Fig. 1: metal 2
(2 px per um)
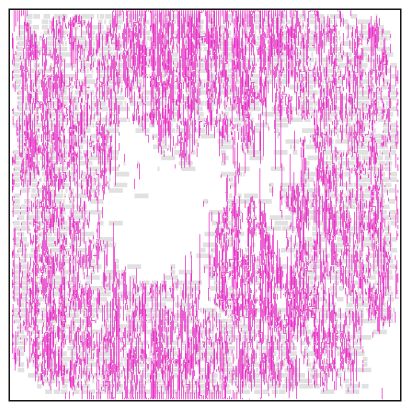
Fig. 2: port wiring
(2 px per um)
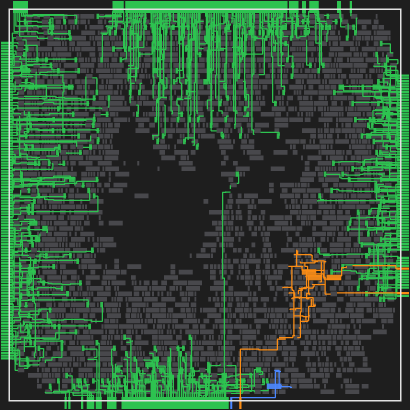
Fig. 3: metal layers overlaid
(3 px per um) Only two layers are drawn.
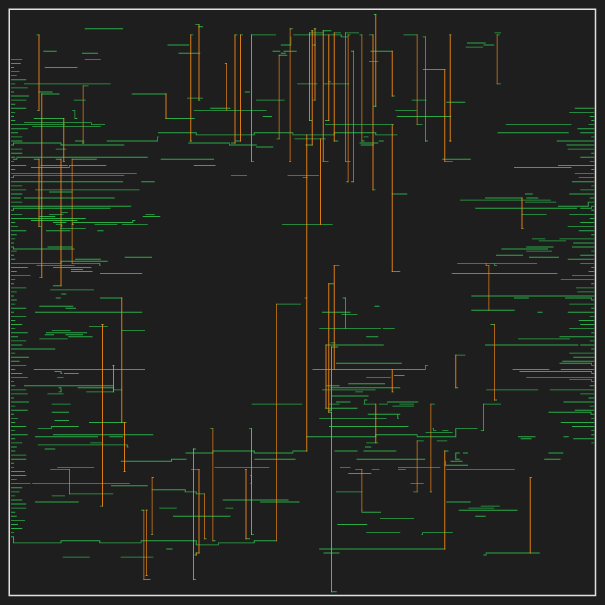
Fig. 4: clock routing
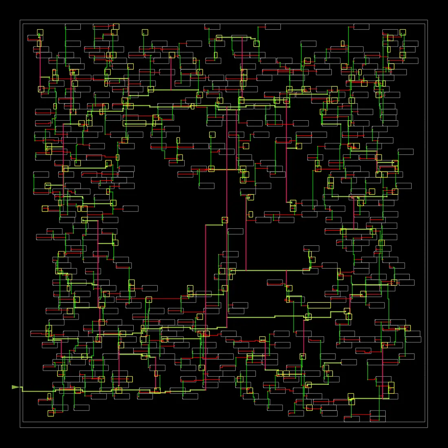
Fig. 5: layout detail
Region (136, 136) to (156, 156) um. Cells in grey, sequential cells in the stronger grey; small squares are vias.
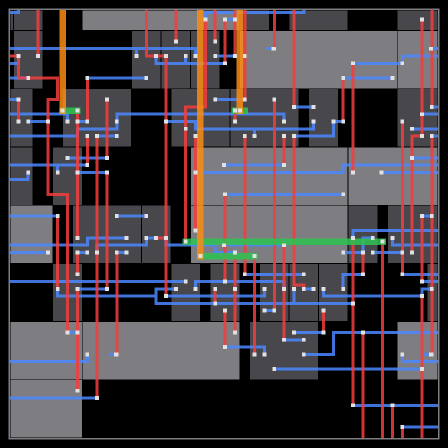
==> config.mk <==
export PLATFORM = sky130hd
export DESIGN_NAME = print_mechanism_driver
export DESIGN_NICKNAME = d
export VERILOG_FILES = /design/src/rtl/print_mechanism_driver.sv
export SDC_FILE = /design/constraint.sdc
export NUM_CORES = 1
export LEC_CHECK = 0
export CAP_MARGIN = 20
export CORE_UTILIZATION = 53
export CTS_BUF_LIST = sky130_fd_sc_hd__clkbuf_4
export CTS_CLUSTER_SIZE = 10
export DETAILED_ROUTE_END_ITERATION = 10
export MAX_ROUTING_LAYER = met4
export PLACE_DENSITY = 0.89
export SYNTH_ARGS = -nofsm -noshare
export SYNTH_HDL_FRONTEND = slang
export SYNTH_SLANG_ARGS = --single-unit
==> constraint.sdc <==
create_clock -name clk -period 3.8 [get_ports clk]
set_clock_uncertainty 0.15 [all_clocks]
set_input_delay 0.76 -clock clk [delete_from_list [all_inputs] [get_ports clk]]
set_output_delay 0.76 -clock clk [all_outputs]
set_load 0.005 [all_outputs]
==> flow_summary.html <==
<h3>Flow metrics</h3>
<table>
<tr><th>Metric</th><th>Value</th></tr>
<tr><th colspan="2">Critical path</th></tr>
<tr><td>Type of the worst setup path</td><td>reg2reg</td></tr>
<tr><td>Register-to-register setup slack</td><td>about 0.59 ns</td></tr>
<tr><td>Largest fanout on the critical path</td><td>12</td></tr>
<tr><td>Critical Path Sink Type</td><td>flip-flop</td></tr>
<tr><td>Kind of launch point of the worst setup path</td><td>flip-flop</td></tr>
<tr><td>Worst Reg-to-Reg Cells</td><td>7</td></tr>
<tr><td>Logic depth of the worst path, buffers included</td><td>7</td></tr>
<tr><td>Buf/Inv on CP</td><td>0</td></tr>
<tr><td>Slowest cell on the critical path</td><td>sky130_fd_sc_hd__or3_1</td></tr>
<tr><td>Worst Path Required</td><td>approximately 4.4 ns</td></tr>
<tr><td>CP max stage delay</td><td>between 0.5 and 0.6 ns</td></tr>
<tr><td>Data arrival at the endpoint of the critical path</td><td>approximately 3.8 ns</td></tr>
<tr><td>Ordered list of cells on the worst path</td><td>ha_1, and3_1, nand3_1, o311a_1, or3_1, or4_1, a21oi_1</td></tr>
<tr><td>Largest delay contributor family on the critical path</td><td>simple AND/OR/NAND/NOR gates</td></tr>
<tr><th colspan="2">Synth</th></tr>
<tr><td>Most frequent cells after synthesis</td><td>sky130_fd_sc_hd__nand2_1, sky130_fd_sc_hd__dfxtp_1, sky130_fd_sc_hd__nor2_1</td></tr>
<tr><td>Post-synthesis sequential element count</td><td>~440</td></tr>
<tr><td>Post-synthesis cell area</td><td>between 15,000 and 20,000 sq um</td></tr>
<tr><td>Most frequently used cell type in the post-synthesis netlist</td><td>sky130_fd_sc_hd__nand2_1</td></tr>
<tr><td>Number of cell instances after yosys synthesis</td><td>2,582</td></tr>
<tr><td>Number of cells produced by synthesis</td><td>2,582</td></tr>
<tr><td>Post-synth EDFFs</td><td>0</td></tr>
<tr><td>Post-synth seq share</td><td>0.444</td></tr>
<tr><td>Number of distinct library cells after synthesis</td><td>about 63</td></tr>
<tr><td>Post-synth top flop</td><td>sky130_fd_sc_hd__dfxtp_1</td></tr>
<tr><td>Avg Synthesized Cell Area</td><td>7.64 sq um</td></tr>
<tr><td>Post-synthesis cell type with the largest combined area</td><td>sky130_fd_sc_hd__dfxtp_1</td></tr>
<tr><td>Cell area leaders</td><td>sky130_fd_sc_hd__dfxtp_1, sky130_fd_sc_hd__a311oi_1, sky130_fd_sc_hd__nand2_1, sky130_fd_sc_hd__nor2_1, sky130_fd_sc_hd__clkbuf_1</td></tr>
<tr><td>Synthesized net count</td><td>just under 3,000</td></tr>
<tr><td>Ys async rst share</td><td>0</td></tr>
<tr><td>Area figure in the yosys stat output</td><td>just under 20,000 sq um</td></tr>
<tr><td>Yosys warns</td><td>0</td></tr>
<tr><td>Top-area cell share</td><td>0.444</td></tr>
<tr><th colspan="2">Floorplanning</th></tr>
<tr><td>Chip Height</td><td>around 190 um</td></tr>
<tr><td>Initial cell density of the core</td><td>0.539</td></tr>
<tr><td>Standard cell core area</td><td>36,600 sq um</td></tr>
<tr><td>Standard-cell row count</td><td>roughly 70</td></tr>
<tr><td>Die width</td><td>slightly below 200 um</td></tr>
<tr><td>Area enclosed by the die boundary</td><td>~38,000 sq um</td></tr>
<tr><th colspan="2">Route</th></tr>
<tr><td>Number of vias per cell</td><td>5.81</td></tr>
<tr><td>Initial DRT Pass Iterations</td><td>8</td></tr>
<tr><td>ANT nets after route</td><td>0</td></tr>
<tr><td>Number of DRC violations after detailed-routing iteration 0</td><td>1,604</td></tr>
<tr><td>Drt drc</td><td>0</td></tr>
<tr><th colspan="2">Placed design</th></tr>
<tr><td>Final Wtd Congestion</td><td>~0.86</td></tr>
<tr><td>Post-placement cell area</td><td>roughly 24,000 sq um</td></tr>
<tr><td>DP Wirelength</td><td>between 30,000 and 40,000 um</td></tr>
<tr><td>Worst Setup Slack post-DPL</td><td>between 0.2 and 0.3 ns</td></tr>
<tr><th colspan="2">Clocking</th></tr>
<tr><td>Maximum count of clock buffers along a single path</td><td>3</td></tr>
<tr><td>H-tree levels</td><td>3</td></tr>
<tr><td>Clock tree from TritonCTS</td><td>built</td></tr>
<tr><td>Count of instances resized after the clock tree is built</td><td>0</td></tr>
<tr><td>Post-CTS setup-driven buffer insertion count</td><td>0</td></tr>
<tr><td>Clock transition time at the flip-flop clock pins of the worst setup and hold paths</td><td>roughly 0.07 ns</td></tr>
<tr><td>Number of buffers inserted for hold repair after clock tree synthesis</td><td>0</td></tr>
<tr><td>Root buffer cell</td><td>sky130_fd_sc_hd__clkbuf_4</td></tr>
<tr><td>Sink count of the clock tree</td><td>about 440</td></tr>
<tr><th colspan="2">STA</th></tr>
<tr><td>Finish-stage setup viols</td><td>0</td></tr>
<tr><td>Smallest setup slack after layout</td><td>0.595 ns</td></tr>
<tr><td>Unrepaired setup endpoints after global routing</td><td>false</td></tr>
<tr><td>Final-report max-slew violation count</td><td>0</td></tr>
<tr><td>Normalized max-slew margin</td><td>0.386</td></tr>
<tr><td>Setup total negative slack</td><td>0 ns</td></tr>
<tr><td>Final period util</td><td>0.843</td></tr>
<tr><td>Highest clock frequency the design can meet</td><td>~0.31 GHz</td></tr>
<tr><td>Transition time at the pin with the least slew margin</td><td>roughly 0.92 ns</td></tr>
<tr><td>Final Hold Violating Endpoints</td><td>0</td></tr>
<tr><td>Tmin final</td><td>around 3.2 ns</td></tr>
<tr><th colspan="2">Pwr</th></tr>
<tr><td>Post-layout power</td><td>19,400 uW</td></tr>
<tr><td>Static power due to leakage</td><td>0.00944 uW</td></tr>
<tr><td>Areal power density over the cells</td><td>773 nW/um^2</td></tr>
<tr><td>Worst vdd ir</td><td>~0.42 mV</td></tr>
<tr><th colspan="2">Min path</th></tr>
<tr><td>Worst hold path type</td><td>reg2reg</td></tr>
<tr><td>Worst hold stages</td><td>2</td></tr>
<tr><th colspan="2">Cells and area</th></tr>
<tr><td>Number of flip-flops under the largest register name</td><td>about 380</td></tr>
<tr><td>Fraction of final layout cells sized beyond drive strength 1</td><td>0.0706</td></tr>
<tr><td>Number of nets in the finished design</td><td>around 3,300</td></tr>
<tr><td>Final cell utilization of the core</td><td>0.686</td></tr>
<tr><td>Signed area change from the synthesized netlist to the final layout</td><td>27.4%</td></tr>
<tr><td>Final Cell Area</td><td>approximately 25,000 sq um</td></tr>
<tr><th colspan="2">Global routing</th></tr>
<tr><td>First-pass GRT wire length</td><td>between 80,000 and 90,000 um</td></tr>
<tr><td>Grt total ovfl</td><td>0</td></tr>
<tr><td>Number of antenna violations at the first check in global routing</td><td>7</td></tr>
<tr><td>Vias in the first global route</td><td>19,000</td></tr>
<tr><td>Largest net degree at the start of global routing</td><td>between 150 and 200</td></tr>
<tr><th colspan="2">Flow run</th></tr>
<tr><td>Tool warnings</td><td>35</td></tr>
<tr><td>Maximum capacitance violations</td><td>0</td></tr>
<tr><th colspan="2">Outcome</th></tr>
<tr><td>Result of the run</td><td>finished, final reports clean</td></tr>
</table>
## Picture notes: Fig. 1
- nets with wire on the layer: 2,795
- longest straight run: 46.6 um
- share of all routed wire: 49%
- main direction: vertical
- wire length on this layer: 27.1 mm
total wire length after detailed routing: 55,800 um
vias after detailed routing: 20,000
global routing usage on met2: 0.467

## Picture notes: Fig. 2
- green: `line` (bits 384; direction input; edge 117 left, 117 top, 77 right, 73 bottom; end cells 384; buffers 384; wire 10,200 um)
- blue: `motor_phase_nb` (bits 1; direction output; edge bottom; end cells 1; buffers 1; wire 57.3 um)
- orange: `dbg_state` (bits 3; direction output; edge 2 right, 1 bottom; end cells 3; buffers 3; wire 428 um)
Ports: 401
Port Buf Inserts: 400

## Picture notes: Fig. 3
- orange: met4 (wire length 2,150 um)
- green: met3 (wire length 4,100 um)
average wire per cell in the routed design: 16.2 um
global router's overall resource usage: 0.291

## Picture notes: Fig. 4
Num CTS Buffers: 111
clock group power: 3830 uW
total of clock buffers placed in the layout: 149
flop count: 438
later-pin clock latency in the skew report: 0.79 ns

## Picture notes: Fig. 5
- orange: met4
- red: met2
- blue: met1
- green: met3
- sequential cells in the window: 5
- cells with their middle in the window: 28
- most frequent: nand2_1 (8), nor2_1 (8), a311oi_1 (6)

-- through the flow --
step	cells	hold WS [ns]
2_1_floorplan	2582	0.282
4_1_cts	3430	0.300
5_1_grt	3437	0.320
3_3_place_gp	3243	0.301
6_report	3437	0.298
3_5_place_dp	3243	0.305
-- where the power goes --
part | switching [uW] | internal, uW | total (uW)
combinational | 4730 | 2950 | 7680
clock | 1890 | 1940 | 3830
sequential | 1180 | 6730 | 7910
-- layout by cell type (no fill, tap or decap), types with 3 or more instances in the layout --
master and n:
sky130_fd_sc_hd__or3_1 6, sky130_fd_sc_hd__nor4_1 21, sky130_fd_sc_hd__o21ai_0 20, sky130_fd_sc_hd__and2_1 7, sky130_fd_sc_hd__and4_1 4, sky130_fd_sc_hd__nor3_1 9
sky130_fd_sc_hd__or2_2 3, sky130_fd_sc_hd__clkbuf_4 149, sky130_fd_sc_hd__a21oi_1 28, sky130_fd_sc_hd__diode_2 7, sky130_fd_sc_hd__mux2i_1 8, sky130_fd_sc_hd__nor2_1 434
sky130_fd_sc_hd__a311oi_1 382, sky130_fd_sc_hd__buf_4 21, sky130_fd_sc_hd__ha_1 6, sky130_fd_sc_hd__o22ai_1 3, sky130_fd_sc_hd__xor2_1 6, sky130_fd_sc_hd__or4_1 3
sky130_fd_sc_hd__nand4_1 13, sky130_fd_sc_hd__buf_12 19, sky130_fd_sc_hd__xnor2_1 23, sky130_fd_sc_hd__and3_1 6, sky130_fd_sc_hd__a31oi_1 5, sky130_fd_sc_hd__clkdlybuf4s50_1 400
sky130_fd_sc_hd__a221oi_1 3, sky130_fd_sc_hd__o31ai_1 6, sky130_fd_sc_hd__a211oi_1 3, sky130_fd_sc_hd__inv_1 12, sky130_fd_sc_hd__nand2_1 810, sky130_fd_sc_hd__clkinv_2 3
sky130_fd_sc_hd__clkinv_1 32, sky130_fd_sc_hd__nand3_1 26, sky130_fd_sc_hd__dfxtp_1 438, sky130_fd_sc_hd__a22oi_1 4
-- logic make-up (layout without fill, tap and decap cells) --
| kind of cell | Yosys count | in the layout | synth area share |
|---|---|---|---|
| buf+inv | 260 | 640 | 0.0578 |
| flops | 438 | 438 | 0.444 |
| fa+ha+maj | 6 | 6 | 0.00380 |
| mux | 9 | 9 | 0.00463 |
| xor+xnor | 29 | 29 | 0.0129 |
| compound gates | 478 | 478 | 0.202 |
| other cells | 0 | 7 | 0 |
| simple gates | 1362 | 1362 | 0.275 |
-- cell type report --
| cell class | instances | area [sq um] |
|---|---|---|
| antenna | 7 | 17.5 |
| sequential | 438 | 8770 |
| tap | 468 | 586 |
| inverter | 13 | 56.3 |
| multi-input combinational | 1884 | 9840 |
| clock inverter | 38 | 199 |
| fill | 2890 | 11500 |
| timing repair buffer | 440 | 4540 |
| clock buffer | 149 | 1120 |
-- per-layer routing --
layer | wire length, um | up-vias | GRT usage | part of all wire
met5 | 0 | - | - | 0
met4 | 2150 | 0 | 0.149 | 0.038
met3 | 4100 | 157 | 0.0583 | 0.073
met2 | 27100 | 812 | 0.467 | 0.49
met1 | 22500 | 9305 | 0.346 | 0.40
li1 | - | 9703 | - | -
Power is estimated from default activity; no workload was simulated.
